===== src/rtl/score_keeper_pkg.sv =====
// Shared rhythm-game constants, key codes and game state encoding.
// Imported by the score keeper, its lane judges and their lane bus.
package rhythm_pkg;

    localparam logic [7:0] KEY_SPACE = 8'h2C;
    localparam logic [7:0] KEY_CLEAR = 8'h01;

    // D, F, J, K drive lanes 0..3 in the droppers
    localparam logic [7:0] KEY_LANE0 = 8'h07;
    localparam logic [7:0] KEY_LANE1 = 8'h09;
    localparam logic [7:0] KEY_LANE2 = 8'h0D;
    localparam logic [7:0] KEY_LANE3 = 8'h0E;

    localparam int unsigned Y_MAX   = 400;
    localparam int unsigned ARROW_H = 40;
    localparam int unsigned DROP_W  = 10;

    typedef enum logic [1:0] {
        IDLE = 2'd0,
        PLAY = 2'd1,
        DONE = 2'd2
    } game_state_t;

    function automatic logic [DROP_W:0] drop_bottom(
        input logic [DROP_W-1:0] y
    );
        return {1'b0, y} + (DROP_W + 1)'(ARROW_H);
    endfunction

endpackage


===== src/rtl/score_keeper_if.sv =====
// Per-lane bus between the score keeper and one lane judge.
// Keeper (master) supplies lane inputs and phase; judge answers.
interface score_keeper_if;

    logic       clr;
    logic       en;
    logic       score_bit;
    logic [9:0] drop_y;
    logic       hit;
    logic       miss;
    logic       resolved;

    modport master (
        output clr,
        output en,
        output score_bit,
        output drop_y,
        input  hit,
        input  miss,
        input  resolved
    );

    modport slave (
        input  clr,
        input  en,
        input  score_bit,
        input  drop_y,
        output hit,
        output miss,
        output resolved
    );

endinterface


===== src/rtl/score_lane_judge.sv =====
// One lane's hit/miss judge: edge-detects the held score flag and
// watches the arrow bottom, resolving the lane once per round.
module score_lane_judge
    import rhythm_pkg::*;
(
    input  logic           clk,
    input  logic           rst,
    score_keeper_if.slave  lane
);

    logic prev_q;
    logic prev_d;
    logic resolved_q;
    logic resolved_d;
    logic hit;
    logic miss;
    logic at_bottom;

    always_comb begin
        at_bottom = drop_bottom(lane.drop_y) >= (DROP_W + 1)'(Y_MAX);
        hit = lane.en & ~resolved_q
            & lane.score_bit & ~prev_q;
        miss = lane.en & ~resolved_q & ~hit
             & ~lane.score_bit & at_bottom;
        // prev tracks every frame so a flag held before PLAY is no edge
        prev_d = lane.score_bit;
        resolved_d = lane.clr ? 1'b0
                   : (resolved_q | hit | miss);
    end

    always_ff @(posedge clk) begin
        if (rst) begin
            prev_q     <= 1'b0;
            resolved_q <= 1'b0;
        end else begin
            prev_q     <= prev_d;
            resolved_q <= resolved_d;
        end
    end

    assign lane.hit      = hit;
    assign lane.miss     = miss;
    assign lane.resolved = resolved_q;

endmodule


===== src/rtl/score_keeper.sv =====
// Round FSM, combo/point arithmetic and HUD counters for the droppers.
// SCORE_KEEPER_BCD_EN adds a serial binary-to-BCD score_bcd output.
module score_keeper
    import rhythm_pkg::*;
#(
    parameter int NUM_LANES    = 4,
    parameter int SCORE_W      = 12,
    parameter int CNT_W        = 4,
    parameter int HIT_POINTS   = 10,
    parameter int COMBO_THRESH = 2,
    parameter int COMBO_BONUS  = 5
) (
    input  logic                    frame_clk,
    input  logic                    Reset,
    input  logic [7:0]              keycode,
    input  logic [7:0]              keycode_second,
    input  logic [NUM_LANES-1:0]    score_in,
    input  logic [NUM_LANES*10-1:0] dropY,
    output logic [SCORE_W-1:0]      total_score,
    output logic [CNT_W-1:0]        combo,
    output logic [CNT_W-1:0]        max_combo,
    output logic [CNT_W-1:0]        hit_count,
    output logic [CNT_W-1:0]        miss_count,
    output logic                    round_done,
    output logic                    playing
`ifdef SCORE_KEEPER_BCD_EN
    ,
    output logic [15:0]             score_bcd
`endif
);

    localparam int PW = SCORE_W + 8;
    localparam int RW = CNT_W + 8;
    localparam logic [CNT_W-1:0]   CNT_MAX   = '1;
    localparam logic [SCORE_W-1:0] SCORE_MAX = '1;

    game_state_t state_q;
    game_state_t state_d;

    logic [SCORE_W-1:0] total_q;
    logic [SCORE_W-1:0] total_d;
    logic [CNT_W-1:0]   combo_q;
    logic [CNT_W-1:0]   combo_d;
    logic [CNT_W-1:0]   max_combo_q;
    logic [CNT_W-1:0]   max_combo_d;
    logic [CNT_W-1:0]   hit_count_q;
    logic [CNT_W-1:0]   hit_count_d;
    logic [CNT_W-1:0]   miss_count_q;
    logic [CNT_W-1:0]   miss_count_d;

    logic [NUM_LANES-1:0] hit_v;
    logic [NUM_LANES-1:0] miss_v;
    logic [NUM_LANES-1:0] res_v;

    logic key_space;
    logic key_clear;
    logic wipe;

    logic [PW-1:0]    pts;
    logic [PW-1:0]    total_sum;
    logic [RW-1:0]    run;
    logic [RW-1:0]    n_hit;
    logic [RW-1:0]    n_miss;
    logic [CNT_W-1:0] run_sat;

    function automatic logic [CNT_W-1:0] sat_cnt(
        input logic [RW-1:0] v
    );
        return (v > RW'(CNT_MAX)) ? CNT_MAX : v[CNT_W-1:0];
    endfunction

    for (genvar i = 0; i < NUM_LANES; i++) begin : g_lane
        score_keeper_if u_bus ();

        assign u_bus.clr       = (state_q == IDLE);
        assign u_bus.en        = (state_q == PLAY);
        assign u_bus.score_bit = score_in[i];
        assign u_bus.drop_y    = dropY[10*i +: 10];

        score_lane_judge u_judge (
            .clk  (frame_clk),
            .rst  (Reset),
            .lane (u_bus)
        );

        assign hit_v[i]  = u_bus.hit;
        assign miss_v[i] = u_bus.miss;
        assign res_v[i]  = u_bus.resolved;
    end

    assign key_space = (keycode == KEY_SPACE)
                     | (keycode_second == KEY_SPACE);
    assign key_clear = (keycode == KEY_CLEAR)
                     | (keycode_second == KEY_CLEAR);

    always_comb begin
        state_d      = state_q;
        total_d      = total_q;
        combo_d      = combo_q;
        max_combo_d  = max_combo_q;
        hit_count_d  = hit_count_q;
        miss_count_d = miss_count_q;
        wipe         = 1'b0;
        pts          = '0;
        run          = RW'(combo_q);
        n_hit        = '0;
        n_miss       = '0;

        // hits in ascending lane order; each one bumps the running combo
        for (int i = 0; i < NUM_LANES; i++) begin
            if (hit_v[i]) begin
                pts = pts + PW'(HIT_POINTS);
                if (run >= RW'(COMBO_THRESH))
                    pts = pts + PW'(COMBO_BONUS);
                run   = run + RW'(1);
                n_hit = n_hit + RW'(1);
            end
            if (miss_v[i])
                n_miss = n_miss + RW'(1);
        end

        total_sum = PW'(total_q) + pts;
        run_sat   = sat_cnt(run);

        unique case (state_q)
            IDLE: begin
                wipe = 1'b1;
                if (key_space)
                    state_d = PLAY;
            end
            PLAY: begin
                if (key_clear) begin
                    state_d = IDLE;
                    wipe    = 1'b1;
                end else begin
                    total_d = (total_sum > PW'(SCORE_MAX))
                            ? SCORE_MAX
                            : total_sum[SCORE_W-1:0];
                    combo_d = (n_miss != '0) ? '0 : run_sat;
                    max_combo_d = (run_sat > max_combo_q)
                                ? run_sat : max_combo_q;
                    hit_count_d = sat_cnt(
                        RW'(hit_count_q) + n_hit);
                    miss_count_d = sat_cnt(
                        RW'(miss_count_q) + n_miss);
                    if (&(res_v | hit_v | miss_v))
                        state_d = DONE;
                end
            end
            DONE: begin
                if (key_clear) begin
                    state_d = IDLE;
                    wipe    = 1'b1;
                end
            end
            default: begin
                state_d = IDLE;
                wipe    = 1'b1;
            end
        endcase

        if (wipe) begin
            total_d      = '0;
            combo_d      = '0;
            max_combo_d  = '0;
            hit_count_d  = '0;
            miss_count_d = '0;
        end
    end

    always_ff @(posedge frame_clk) begin
        if (Reset) begin
            state_q      <= IDLE;
            total_q      <= '0;
            combo_q      <= '0;
            max_combo_q  <= '0;
            hit_count_q  <= '0;
            miss_count_q <= '0;
        end else begin
            state_q      <= state_d;
            total_q      <= total_d;
            combo_q      <= combo_d;
            max_combo_q  <= max_combo_d;
            hit_count_q  <= hit_count_d;
            miss_count_q <= miss_count_d;
        end
    end

    assign total_score = total_q;
    assign combo       = combo_q;
    assign max_combo   = max_combo_q;
    assign hit_count   = hit_count_q;
    assign miss_count  = miss_count_q;
    assign round_done  = (state_q == DONE);
    assign playing     = (state_q == PLAY);

`ifdef SCORE_KEEPER_BCD_EN
    localparam int BW = $clog2(SCORE_W + 1);

    logic [SCORE_W-1:0] bin_q;
    logic [SCORE_W-1:0] bin_d;
    logic [SCORE_W-1:0] last_q;
    logic [SCORE_W-1:0] last_d;
    logic [15:0]        bcd_q;
    logic [15:0]        bcd_d;
    logic [15:0]        out_q;
    logic [15:0]        out_d;
    logic [15:0]        adj;
    logic [BW-1:0]      bit_q;
    logic [BW-1:0]      bit_d;
    logic               busy_q;
    logic               busy_d;

    always_comb begin
        bin_d  = bin_q;
        last_d = last_q;
        bcd_d  = bcd_q;
        out_d  = out_q;
        bit_d  = bit_q;
        busy_d = busy_q;
        adj    = bcd_q;
        for (int d = 0; d < 4; d++) begin
            if (bcd_q[4*d +: 4] >= 4'd5)
                adj[4*d +: 4] = bcd_q[4*d +: 4] + 4'd3;
        end
        // any new total restarts the conversion from scratch
        if (total_q != last_q) begin
            last_d = total_q;
            bin_d  = (32'(total_q) > 9999)
                   ? SCORE_W'(9999) : total_q;
            bcd_d  = '0;
            bit_d  = '0;
            busy_d = 1'b1;
        end else if (busy_q) begin
            bcd_d = {adj[14:0], bin_q[SCORE_W-1]};
            bin_d = bin_q << 1;
            bit_d = bit_q + BW'(1);
            if (bit_q == BW'(SCORE_W - 1)) begin
                busy_d = 1'b0;
                out_d  = {adj[14:0], bin_q[SCORE_W-1]};
            end
        end
    end

    always_ff @(posedge frame_clk) begin
        if (Reset) begin
            bin_q  <= '0;
            last_q <= '0;
            bcd_q  <= '0;
            out_q  <= '0;
            bit_q  <= '0;
            busy_q <= 1'b0;
        end else begin
            bin_q  <= bin_d;
            last_q <= last_d;
            bcd_q  <= bcd_d;
            out_q  <= out_d;
            bit_q  <= bit_d;
            busy_q <= busy_d;
        end
    end

    assign score_bcd = out_q;
`endif

endmodule


===== config.mk =====
export PLATFORM = sky130hd
export DESIGN_NAME = score_keeper
export DESIGN_NICKNAME = d
export VERILOG_FILES = /design/src/rtl/score_keeper_pkg.sv /design/src/rtl/score_keeper_if.sv /design/src/rtl/score_lane_judge.sv /design/src/rtl/score_keeper.sv
export SDC_FILE = /design/constraint.sdc
export NUM_CORES = 1
export LEC_CHECK = 0
export CAP_MARGIN = 40
export CORE_UTILIZATION = 40
export CTS_BUF_LIST = sky130_fd_sc_hd__clkbuf_4 sky130_fd_sc_hd__clkbuf_8 sky130_fd_sc_hd__clkbuf_16
export DETAILED_ROUTE_END_ITERATION = 16
export PLACE_DENSITY = 0.68
export SLEW_MARGIN = 20
export SYNTH_ARGS = -nofsm -noshare
export SYNTH_HDL_FRONTEND = slang
export SYNTH_SLANG_ARGS = --single-unit

===== constraint.sdc =====
create_clock -name frame_clk -period 7.2 [get_ports frame_clk]
set_clock_uncertainty 0.2 [all_clocks]
set_input_delay 1.44 -clock frame_clk [delete_from_list [all_inputs] [get_ports frame_clk]]
set_output_delay 1.44 -clock frame_clk [all_outputs]
set_load 0.02 [all_outputs]

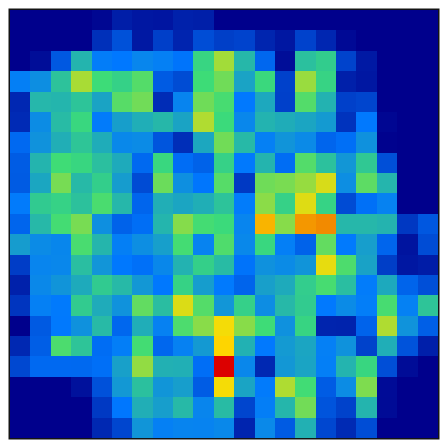
*Signal metal coverage by tile*
21 x 21 tiles, from dark blue (low) to red (high), scaled to the fullest tile. Values are wire area over tile area, all layers added.
tiles over half the peak: 14%
fullest tile: 0.58
mean over tiles: 0.16
GRT Util Overall: 21.29%
DR vias: 4464

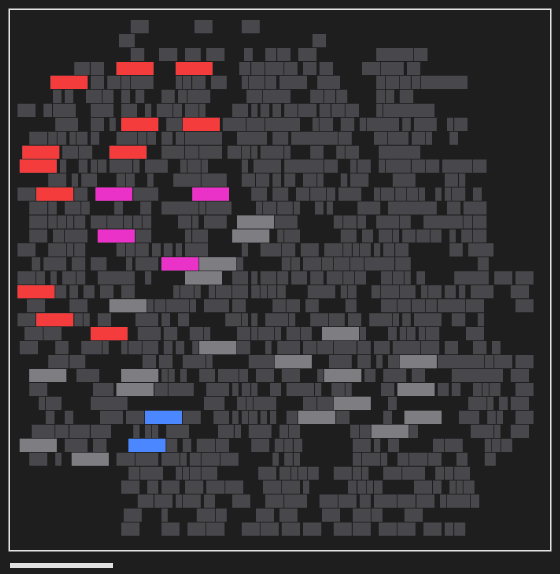
*Sequential cells coloured by netlist name*
Bar = 20 um. Other sequential cells in the stronger grey, the rest of the logic in the fainter grey.
legend:
  red:
    netlist_name: total_score
    placed_flops: 12
  blue:
    netlist_name: state_q
    placed_flops: 2
  magenta:
    netlist_name: hit_count
    placed_flops: 4
not coloured: 20

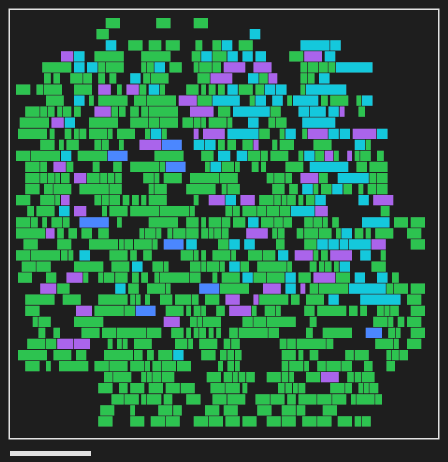
*Drive-strength map*
Bar = 20 um.
legend:
  green:
    size: x1 and smaller
    cells: 538
  blue:
    size: x6 and larger
    cells: 8
  purple:
    size: x2
    cells: 48
  cyan:
    size: x3 and x4
    cells: 85

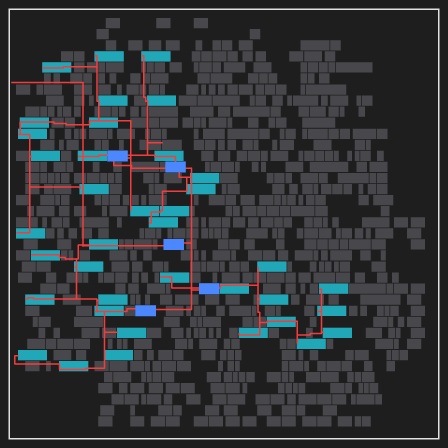
*Clock distribution*
legend:
  blue:
    item: clock-net drivers
    count: 5
  red:
    item: clock wires
    length: 566 um
  cyan:
    item: flip-flops
    count: 38
routed clock nets: 6

==> reports/metrics.csv <==
metric,value,unit
outcome,finished clean,
synth-xor-area-share,6.311,%
p_leak,2.488,nW
critical_path_buf_inv_count,5,
cp-endpoint,total_score[10],
ys_seq_share,17.85,%
wl_per_cell,14.39,um
core-area,10320,um2
simple_gate_area_share,23.30,%
largest_class,combinational gates,
cts-root-buf,clkbuf_8,
netlist_area,4263,um2
powerSeq,0.220,mW
sh_comb_area,58.05,%
worst_hold_path_type,register to register,
ys_sh_aoi,26.77,%
cp-end-kind,register,
p_switching,0.3174,mW
clock_net_power,0.147,mW
drtPass1Iterations,5,
whs_path_depth,2,
drt-initial-drc-count,183,
post_cts_buffers,1,
clock_latency,0.29,ns
warnings,48,
ys_top_logic_family,AND-OR/OR-AND gates,
pwr-share-comb,54.5,%
insertedDiodeCount,0,
grt_use_met2,37.36,%
ctsHoldBuffers,0,
cts_tree,yes,
r2r_cells,33,
seq_share,12.75,%
p_int,0.4885,mW
dr_wl_met3,339,um
grt_pass1_wl,19620,um
logic_area,3463,um2
drc,0,
fp-row-count,37,
slew_headroom,47.98,%
min_from,max_combo[3],
max_cap_viol_count,0,
setup_slack,0.3053,ns
finalCritPeriodShare,95.76,%
worstPathArrival,6.88,ns
cp_top_family,simple AND/OR/NAND/NOR gates,
clk_pin_slew,0.07,ns
antenna_found_initial,0,
fp_util,41.29,%
met1_length,5622,um
grtUsageMet3,1.855,%
n_fill_cell,927,
vdd_ir_drop_max,0.00008850,V
inverters,43,
most_common_cell,ha_1,
drt-total-wl,11730,um
power_frac_clock,18.2,%
dieArea,11070,um2
path_common_cell,a21oi_2,
synth_cell_types,80,
dp_cells,805,
mux_share,3.904,%
lay_top_count,clkdlybuf4s50_1,
top_cells_by_area,"dfxtp_1, ha_1, a21oi_1, nor2_1, o21ai_0",
pg_comb,0.439,mW
cts_resized,13,
holdWs,0.3267,ns
synth_cells,538,
top_power_group,combinational logic,
startpoint,score_in[0],
finalSetupViolations,0,
dpl_cell_area,5662,um2
common_cells,"ha_1, nor2_1, a21oi_1, inv_1, dfxtp_1",
seqPwrFrac,27.3,%
syn2layout_area_growth,39.95,%
final_area,5966,um2
tightestPinTransition,0.7732,ns
clock_area_share,1.384,%
r2r-end,total_score[10],
worstReg2RegStart,state_q[1],
ioPinCount,92,
worstPathMaxFanout,3,
min_to,max_combo[3],
busiest_layer,met2,
syn_area_per_cell,7.923,um2
wl_met2,5644,um
required,7.19,ns
final_util,57.79,%
highest_layer,met4,
edf_count,0,
synthFlopType,dfxtp_1,
taps,136,
yosys.area.top_type,dfxtp_1,
die_y,105.2,um
ys_chip_area,4263,um2
yosys.area.top_type_share,17.85,%
async_flop_share,0,%
swShare,39.39,%
gr-total-overflow,0,
buffers,148,
nNetsFinal,794,
nonClkBufAreaFrac,22.21,%
hpwlAfterDp,9199,um
final-hold-violation-count,0,
gp_congestion,0.8270,
path_class,primary input to register,
flops,38,
cp-start-kind,primary input,
cts_buffer_depth,2,
die_w,105.2,um
cts_buffers,5,
pre_cts_ws,-0.6584,ns
drtAntennaViolNets,0,
fin_crit,6.895,ns
drive_gt1_share,20.77,%
logic_gates,444,
ys_ff,38,
final_max_slew_viol_count,0,
port_buffers,79,
grt_pass1_vias,4337,
clock.fmax,145.0,MHz
n_clock_buffer,6,
yosys_cells,538,
cp_num_cells,32,
yosys_warnings,0,
final_cells,815,
tns,0,ns
cp_slowest_cell,or3_4,
fa_ha_area_share,15.79,%
power.total,0.8059,mW
rrSetupSlack,0.99,ns
most-common-layout-cells,"clkdlybuf4s50_1, buf_4, nor2_1, ha_1, a21oi_1",
flop_area,760.7,um2
cts.sinks,38,
grt_max_degree,18,
h-tree-depth,2,
largest_register_ffs,12,
critPathMaxStageDelay,0.39,ns
via_per_inst,5.477,
Power and IR drop assume default switching activity.
